Fig. 1: sequential cells colored by netlist name
The bar under the picture is 200 um long. Other sequential cells in the stronger gray, the rest of the logic in the fainter gray.
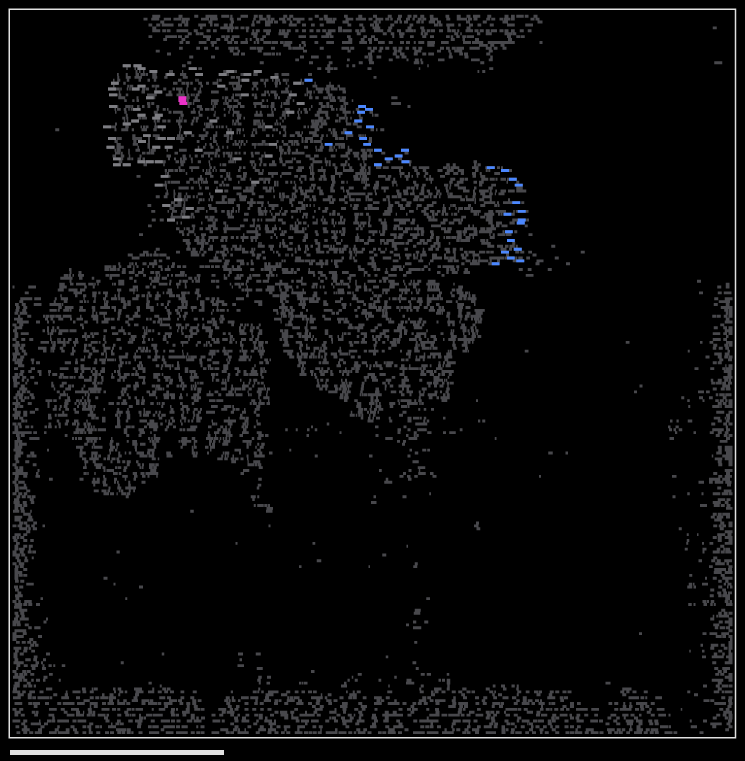
Fig. 2: routing congestion map
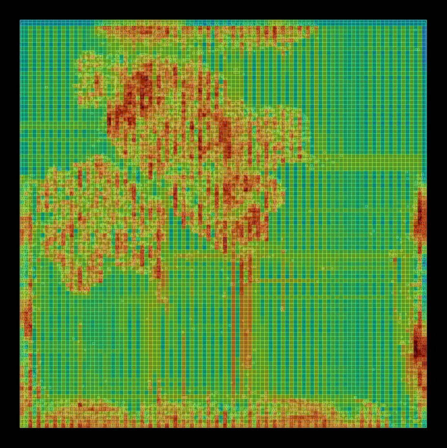
Fig. 3: signal wires on met3
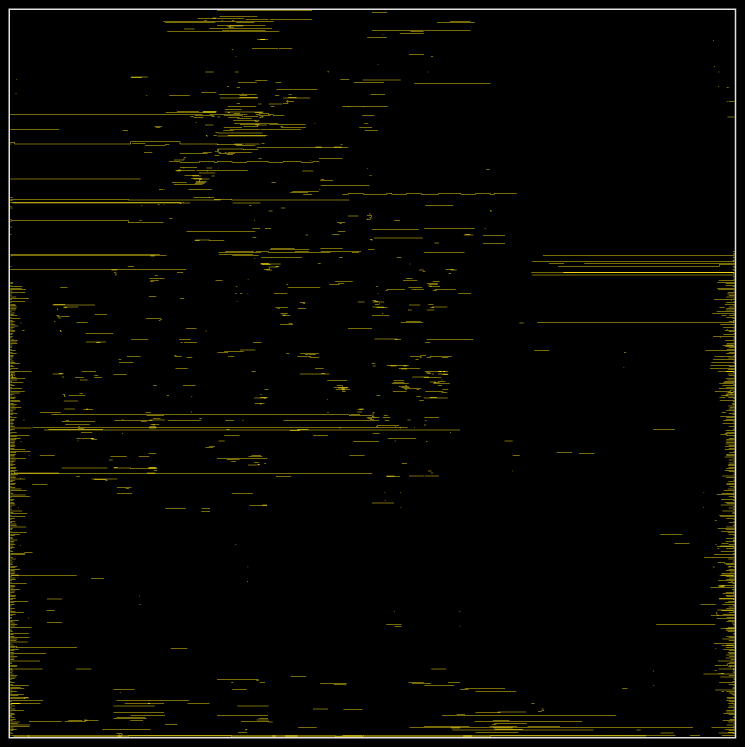
==> src/rtl/game_pkg.sv <==
`default_nettype none
// ============================================================================
// Module      : game_pkg
// Description : Shared tile codes, mover state/command types, map dimensions.
// Revision    : 1.0
// ============================================================================
package game_pkg;

    typedef enum logic [7:0] {
        BDR = 8'd0,
        SKY = 8'd1,
        BLK = 8'd2,
        GND = 8'd3,
        TKN = 8'd4
    } tile_e;

    typedef enum logic [2:0] {
        STATIONARY = 3'd0,
        MOVING_L   = 3'd1,
        MOVING_R   = 3'd2,
        SKID_L     = 3'd3,
        SKID_R     = 3'd4
    } mover_state_e;

    typedef enum logic [1:0] {
        CMD_NONE  = 2'd0,
        CMD_LEFT  = 2'd1,
        CMD_RIGHT = 2'd2
    } move_cmd_e;

    localparam int C_MAP_ROWS    = 12;
    localparam int C_MAP_COLS    = 17;
    localparam int C_BLOCK_WIDTH = 40;

    // Both buttons together cancel out.
    function automatic move_cmd_e decode_cmd(input logic left, input logic right);
        if (left && !right) begin
            return CMD_LEFT;
        end else if (right && !left) begin
            return CMD_RIGHT;
        end
        return CMD_NONE;
    endfunction

endpackage
`default_nettype wire

==> src/rtl/tile_probe.sv <==
`default_nettype none
// ============================================================================
// Module      : tile_probe
// Description : Probes the tile column at the leading edge of a horizontal step
//               and returns whether it is solid plus the flush clamp position.
// Revision    : 1.0
// ============================================================================
module tile_probe
    import game_pkg::*;
#(
    parameter int         CHARACTER_WIDTH  = 42,
    parameter int         CHARACTER_HEIGHT = 42,
    parameter int         BLOCK_WIDTH      = C_BLOCK_WIDTH,
    parameter int         MAP_ROWS         = C_MAP_ROWS,
    parameter int         MAP_COLS         = C_MAP_COLS,
    parameter logic [7:0] SOLID_TILE       = BLK
) (
    input  logic signed [31:0] x,
    input  logic signed [31:0] y,
    input  logic signed [31:0] step,
    input  logic               direction_left,
    input  logic [7:0]         map [MAP_ROWS][MAP_COLS],
    output logic               hit,
    output logic signed [31:0] clamp_x
);

    logic signed [31:0] w_probe_x;
    logic signed [31:0] w_bottom_y;
    logic signed [31:0] w_col;
    logic signed [31:0] w_row_top;
    logic signed [31:0] w_row_bot;
    logic               w_col_ok;
    logic               w_top_ok;
    logic               w_bot_ok;

    // Negative coordinates are off-map; checking sign first avoids the
    // truncating division folding -1..-39 onto column/row 0.
    always_comb begin
        w_probe_x  = direction_left ? (x - step) : (x + CHARACTER_WIDTH - 1 + step);
        w_bottom_y = y + CHARACTER_HEIGHT - 1;
        w_col      = w_probe_x / BLOCK_WIDTH;
        w_row_top  = y / BLOCK_WIDTH;
        w_row_bot  = w_bottom_y / BLOCK_WIDTH;
        w_col_ok   = (w_probe_x >= 0) && (w_col < MAP_COLS);
        w_top_ok   = (y >= 0) && (w_row_top < MAP_ROWS);
        w_bot_ok   = (w_bottom_y >= 0) && (w_row_bot < MAP_ROWS);
    end

    always_comb begin
        hit = 1'b0;
        for (int r = 0; r < MAP_ROWS; r++) begin
            for (int c = 0; c < MAP_COLS; c++) begin
                if (w_col_ok && (c == w_col) && (map[r][c] == SOLID_TILE) &&
                    ((w_top_ok && (r == w_row_top)) || (w_bot_ok && (r == w_row_bot)))) begin
                    hit = 1'b1;
                end
            end
        end
    end

    assign clamp_x = direction_left ? ((w_col + 1) * BLOCK_WIDTH)
                                    : ((w_col * BLOCK_WIDTH) - CHARACTER_WIDTH);

endmodule
`default_nettype wire

==> src/rtl/character_horizontal_mover.sv <==
`default_nettype none
// ============================================================================
// Module      : character_horizontal_mover
// Description : Horizontal mover with acceleration, skid and tile/screen
//               clamping. Optional MOVER_RUN_EN adds a run input.
// Revision    : 1.0
// ============================================================================
module character_horizontal_mover
    import game_pkg::*;
#(
    parameter int         CHARACTER_WIDTH  = 42,
    parameter int         CHARACTER_HEIGHT = 42,
    parameter int         SCREEN_WIDTH     = 640,
    parameter int         BLOCK_WIDTH      = C_BLOCK_WIDTH,
    parameter int         MAP_ROWS         = C_MAP_ROWS,
    parameter int         MAP_COLS         = C_MAP_COLS,
    parameter int         START_X          = 100,
    parameter int         MAX_SPEED        = 4,
    parameter int         ACCEL_TICKS      = 8,
    parameter logic [7:0] SOLID_TILE       = BLK
) (
    input  logic               movement_clock,
    input  logic               reset,
    input  logic               left,
    input  logic               right,
`ifdef MOVER_RUN_EN
    input  logic               run,
`endif
    input  logic [7:0]         background [MAP_ROWS][MAP_COLS],
    input  logic signed [31:0] char_y,
    output logic signed [31:0] char_x,
    output logic signed [31:0] speed,
    output logic               facing_left,
    output logic               blocked
);

    mover_state_e       r_state, w_state_n;
    logic signed [31:0] r_x, w_x_n;
    logic signed [31:0] r_speed, w_speed_n;
    logic signed [31:0] r_cnt, w_cnt_n;
    logic               r_facing, w_facing_n;
    logic               r_blocked, w_blocked_n;

    move_cmd_e          w_cmd, w_own_cmd, w_opp_cmd;
    mover_state_e       w_opp_move, w_skid_state;
    logic               w_dir_left;
    logic               w_cnt_done;
    logic signed [31:0] w_ceiling;
    logic signed [31:0] w_probe_step;
    logic signed [31:0] w_new_x;
    logic               w_probe_hit;
    logic signed [31:0] w_probe_clamp_x;
    logic               w_clamp;
    logic signed [31:0] w_clamp_x;

`ifdef MOVER_RUN_EN
    localparam int C_RUN_CEILING = (2 * MAX_SPEED > BLOCK_WIDTH) ? BLOCK_WIDTH : 2 * MAX_SPEED;
    assign w_ceiling = run ? C_RUN_CEILING : MAX_SPEED;
`else
    assign w_ceiling = MAX_SPEED;
`endif

    assign w_cmd        = decode_cmd(left, right);
    assign w_dir_left   = (r_state == MOVING_L) || (r_state == SKID_L);
    assign w_own_cmd    = w_dir_left ? CMD_LEFT : CMD_RIGHT;
    assign w_opp_cmd    = w_dir_left ? CMD_RIGHT : CMD_LEFT;
    assign w_opp_move   = w_dir_left ? MOVING_R : MOVING_L;
    assign w_skid_state = w_dir_left ? SKID_L : SKID_R;
    assign w_cnt_done   = (r_cnt == ACCEL_TICKS - 1);
    assign w_new_x      = w_dir_left ? (r_x - r_speed) : (r_x + r_speed);
    // A standing character still looks one pixel ahead so a wall it touches reports blocked.
    assign w_probe_step = (r_speed == 0) ? 32'sd1 : r_speed;

    tile_probe #(
        .CHARACTER_WIDTH (CHARACTER_WIDTH),
        .CHARACTER_HEIGHT(CHARACTER_HEIGHT),
        .BLOCK_WIDTH     (BLOCK_WIDTH),
        .MAP_ROWS        (MAP_ROWS),
        .MAP_COLS        (MAP_COLS),
        .SOLID_TILE      (SOLID_TILE)
    ) u_tile_probe (
        .x             (r_x),
        .y             (char_y),
        .step          (w_probe_step),
        .direction_left(w_dir_left),
        .map           (background),
        .hit           (w_probe_hit),
        .clamp_x       (w_probe_clamp_x)
    );

    always_comb begin
        w_clamp   = 1'b0;
        w_clamp_x = w_new_x;
        if (w_probe_hit) begin
            w_clamp   = 1'b1;
            w_clamp_x = w_probe_clamp_x;
        end else if (w_new_x < 0) begin
            w_clamp   = 1'b1;
            w_clamp_x = '0;
        end else if (w_new_x + CHARACTER_WIDTH > SCREEN_WIDTH) begin
            w_clamp   = 1'b1;
            w_clamp_x = SCREEN_WIDTH - CHARACTER_WIDTH;
        end
    end

    always_comb begin
        w_state_n   = r_state;
        w_x_n       = r_x;
        w_speed_n   = r_speed;
        w_cnt_n     = r_cnt;
        w_facing_n  = r_facing;
        w_blocked_n = 1'b0;
        case (r_state)
            STATIONARY: begin
                if (w_cmd == CMD_LEFT) begin
                    w_state_n  = MOVING_L;
                    w_facing_n = 1'b1;
                    w_speed_n  = '0;
                    w_cnt_n    = '0;
                end else if (w_cmd == CMD_RIGHT) begin
                    w_state_n  = MOVING_R;
                    w_facing_n = 1'b0;
                    w_speed_n  = '0;
                    w_cnt_n    = '0;
                end
            end
            MOVING_L, MOVING_R: begin
                if (w_cmd == w_own_cmd) begin
                    if (w_cnt_done) begin
                        w_cnt_n = '0;
                        if (r_speed < w_ceiling) begin
                            w_speed_n = r_speed + 1;
                        end else if (r_speed > w_ceiling) begin
                            w_speed_n = r_speed - 1;
                        end
                    end else begin
                        w_cnt_n = r_cnt + 1;
                    end
                end else if (w_cmd == w_opp_cmd) begin
                    w_cnt_n = '0;
                    if (r_speed == 0) begin
                        w_state_n  = w_opp_move;
                        w_facing_n = !w_dir_left;
                    end else begin
                        w_state_n = w_skid_state;
                    end
                end else if (r_speed == 0) begin
                    w_state_n = STATIONARY;
                    w_cnt_n   = '0;
                end else if (w_cnt_done) begin
                    w_cnt_n   = '0;
                    w_speed_n = r_speed - 1;
                    if (r_speed == 1) begin
                        w_state_n = STATIONARY;
                    end
                end else begin
                    w_cnt_n = r_cnt + 1;
                end
            end
            SKID_L, SKID_R: begin
                w_cnt_n = '0;
                if (r_speed <= 1) begin
                    w_speed_n = '0;
                    if (w_cmd == w_opp_cmd) begin
                        w_state_n  = w_opp_move;
                        w_facing_n = !w_dir_left;
                    end else begin
                        w_state_n = STATIONARY;
                    end
                end else begin
                    w_speed_n = r_speed - 1;
                end
            end
            default: w_state_n = STATIONARY;
        endcase

        // A clamp overrides whatever the speed/state logic decided this tick.
        if (r_state != STATIONARY) begin
            if (w_clamp) begin
                w_x_n       = w_clamp_x;
                w_speed_n   = '0;
                w_cnt_n     = '0;
                w_state_n   = STATIONARY;
                w_facing_n  = r_facing;
                w_blocked_n = 1'b1;
            end else begin
                w_x_n = w_new_x;
            end
        end
    end

    always_ff @(posedge movement_clock) begin
        if (reset) begin
            r_state   <= STATIONARY;
            r_x       <= START_X;
            r_speed   <= '0;
            r_cnt     <= '0;
            r_facing  <= 1'b0;
            r_blocked <= 1'b0;
        end else begin
            r_state   <= w_state_n;
            r_x       <= w_x_n;
            r_speed   <= w_speed_n;
            r_cnt     <= w_cnt_n;
            r_facing  <= w_facing_n;
            r_blocked <= w_blocked_n;
        end
    end

    assign char_x      = r_x;
    assign speed       = r_speed;
    assign facing_left = r_facing;
    assign blocked     = r_blocked;

endmodule
`default_nettype wire
==> config.mk <==
export PLATFORM = sky130hd
export DESIGN_NAME = character_horizontal_mover
export DESIGN_NICKNAME = d
export VERILOG_FILES = /design/src/rtl/game_pkg.sv /design/src/rtl/tile_probe.sv /design/src/rtl/character_horizontal_mover.sv
export SDC_FILE = /design/constraint.sdc
export NUM_CORES = 2
export LEC_CHECK = 0
export CORE_AREA = 2 2 675 677
export CTS_BUF_LIST = sky130_fd_sc_hd__clkbuf_16
export CTS_CLUSTER_DIAMETER = 40
export DETAILED_ROUTE_END_ITERATION = 6
export DIE_AREA = 0 0 677 679
export PLACE_DENSITY = 0.36
export SYNTH_ARGS = -nofsm -noshare
export SYNTH_HDL_FRONTEND = slang
export SYNTH_SLANG_ARGS = --single-unit
==> constraint.sdc <==
create_clock -name movement_clock -period 27.6 [get_ports movement_clock]
set_input_delay 2.76 -clock movement_clock [delete_from_list [all_inputs] [get_ports movement_clock]]
set_output_delay 2.76 -clock movement_clock [all_outputs]
set_load 0.05 [all_outputs]
==> COMMIT_EDITMSG <==
Store results of the implementation flow

- Derived from the worst setup path, the maximum achievable clock frequency is 0.0386 GHz.
* Top sig layer: met5
- Netlist Area Pre-Place: 42000 sq um
* Portion of netlist area occupied by mux cells: 2.98%
- Fin worst setup slack: 1.68 ns
- After synthesis, the largest family of logic cells by area is simple AND/OR/NAND/NOR gates.
- Critical-path top delay cell: sky130_fd_sc_hd__a2111oi_4
- The run finished with clean final reports.
* Share of synthesized cell area in and-or and or-and compound cells: 32.9%
- Per the skew report, the later register of the worst-skew pair sees a clock latency of 0.47 ns.
- Commonest register cell after synthesis: sky130_fd_sc_hd__dfxtp_1
- Boundary Pins: 1734
- In this run the worst hold path is classified as flop to flop.
- Buffer depth of the longest clock path: 2
- Count of distinct cell types in the synthesized netlist: 181
- Met1 track utilization from global routing: 19.8%
* Final count of hold timing violations: 0
- Root buf cell: sky130_fd_sc_hd__clkbuf_16
* Area delta synth->final: 59.8%
- For reference, the post-synthesis area per instance comes to 6.80 sq um.
* WL/cell: 26.0 um
- Critical path depth in cells: 95
- Horizontal die size: 677 um
-- Fig. 1 (at the start) --
blue -> `char_x`  # sequential cells 32, where north
magenta -> `r_state`  # sequential cells 3
not colored = 66

-- Fig. 2 (at the start) --
GR met2 Demand/Resource: 24.2%
global-route usage over all layers: 14.7%
GRT busiest layer: met2
GR met3 Demand/Resource: 2.35%

-- Fig. 3 (at the start) --
longest straight run = 388 um
wire length on this layer = 19400 um
main direction = horizontal
share of all routed wire = 5.4%
total number of vias: 57100
Post-Route WL: 359 mm

## how the worst max path moves through the flow
stage / startpoint / end
2_1_floorplan: speed[17]$_SDFF_PP0_ / char_x[31]$_SDFFE_PP0N_
3_3_place_gp: speed[17]$_SDFF_PP0_ / char_x[31]$_SDFFE_PP0N_
3_5_place_dp: speed[16]$_SDFF_PP0_ / char_x[31]$_SDFFE_PP0N_
4_1_cts: speed[10]$_SDFF_PP0_ / char_x[31]$_SDFFE_PP0N_
5_1_grt: speed[17]$_SDFF_PP0_ / char_x[31]$_SDFFE_PP0N_
6_report: speed[17]$_SDFF_PP0_ / char_x[31]$_SDFFE_PP0N_
## cell type report
class / count / share of cell area (%)
Multi-Input combinational cell: 5542 / 56.0
Timing Repair Buffer: 1928 / 28.0
Tap cell: 5976 / 11.1
Sequential cell: 101 / 3.01
Inverter: 182 / 1.04
Clock buffer: 9 / 0.336
Antenna cell: 69 / 0.257
Clock inverter: 7 / 0.140
## worst register-to-register path: cells and delay by family, from the launching register on
| kind | cells | cell delay [ns] |
|---|---|---|
| AND-OR/OR-AND | 49 | 11.88 |
| XOR/XNOR | 5 | 1.52 |
| adder cells (fa/ha/maj) | 7 | 2.25 |
| buffers and inverters | 6 | 1.35 |
| flip-flops | 1 | 0.46 |
| multiplexers | 4 | 1.00 |
| AND/OR/NAND/NOR | 24 | 7.36 |
## logic make-up after synthesis
kind of cell / Yosys count
simple gates: 2742
xor+xnor: 470
fa+ha+maj: 266
flops: 101
mux: 110
buf+inv: 538
compound gates: 1954
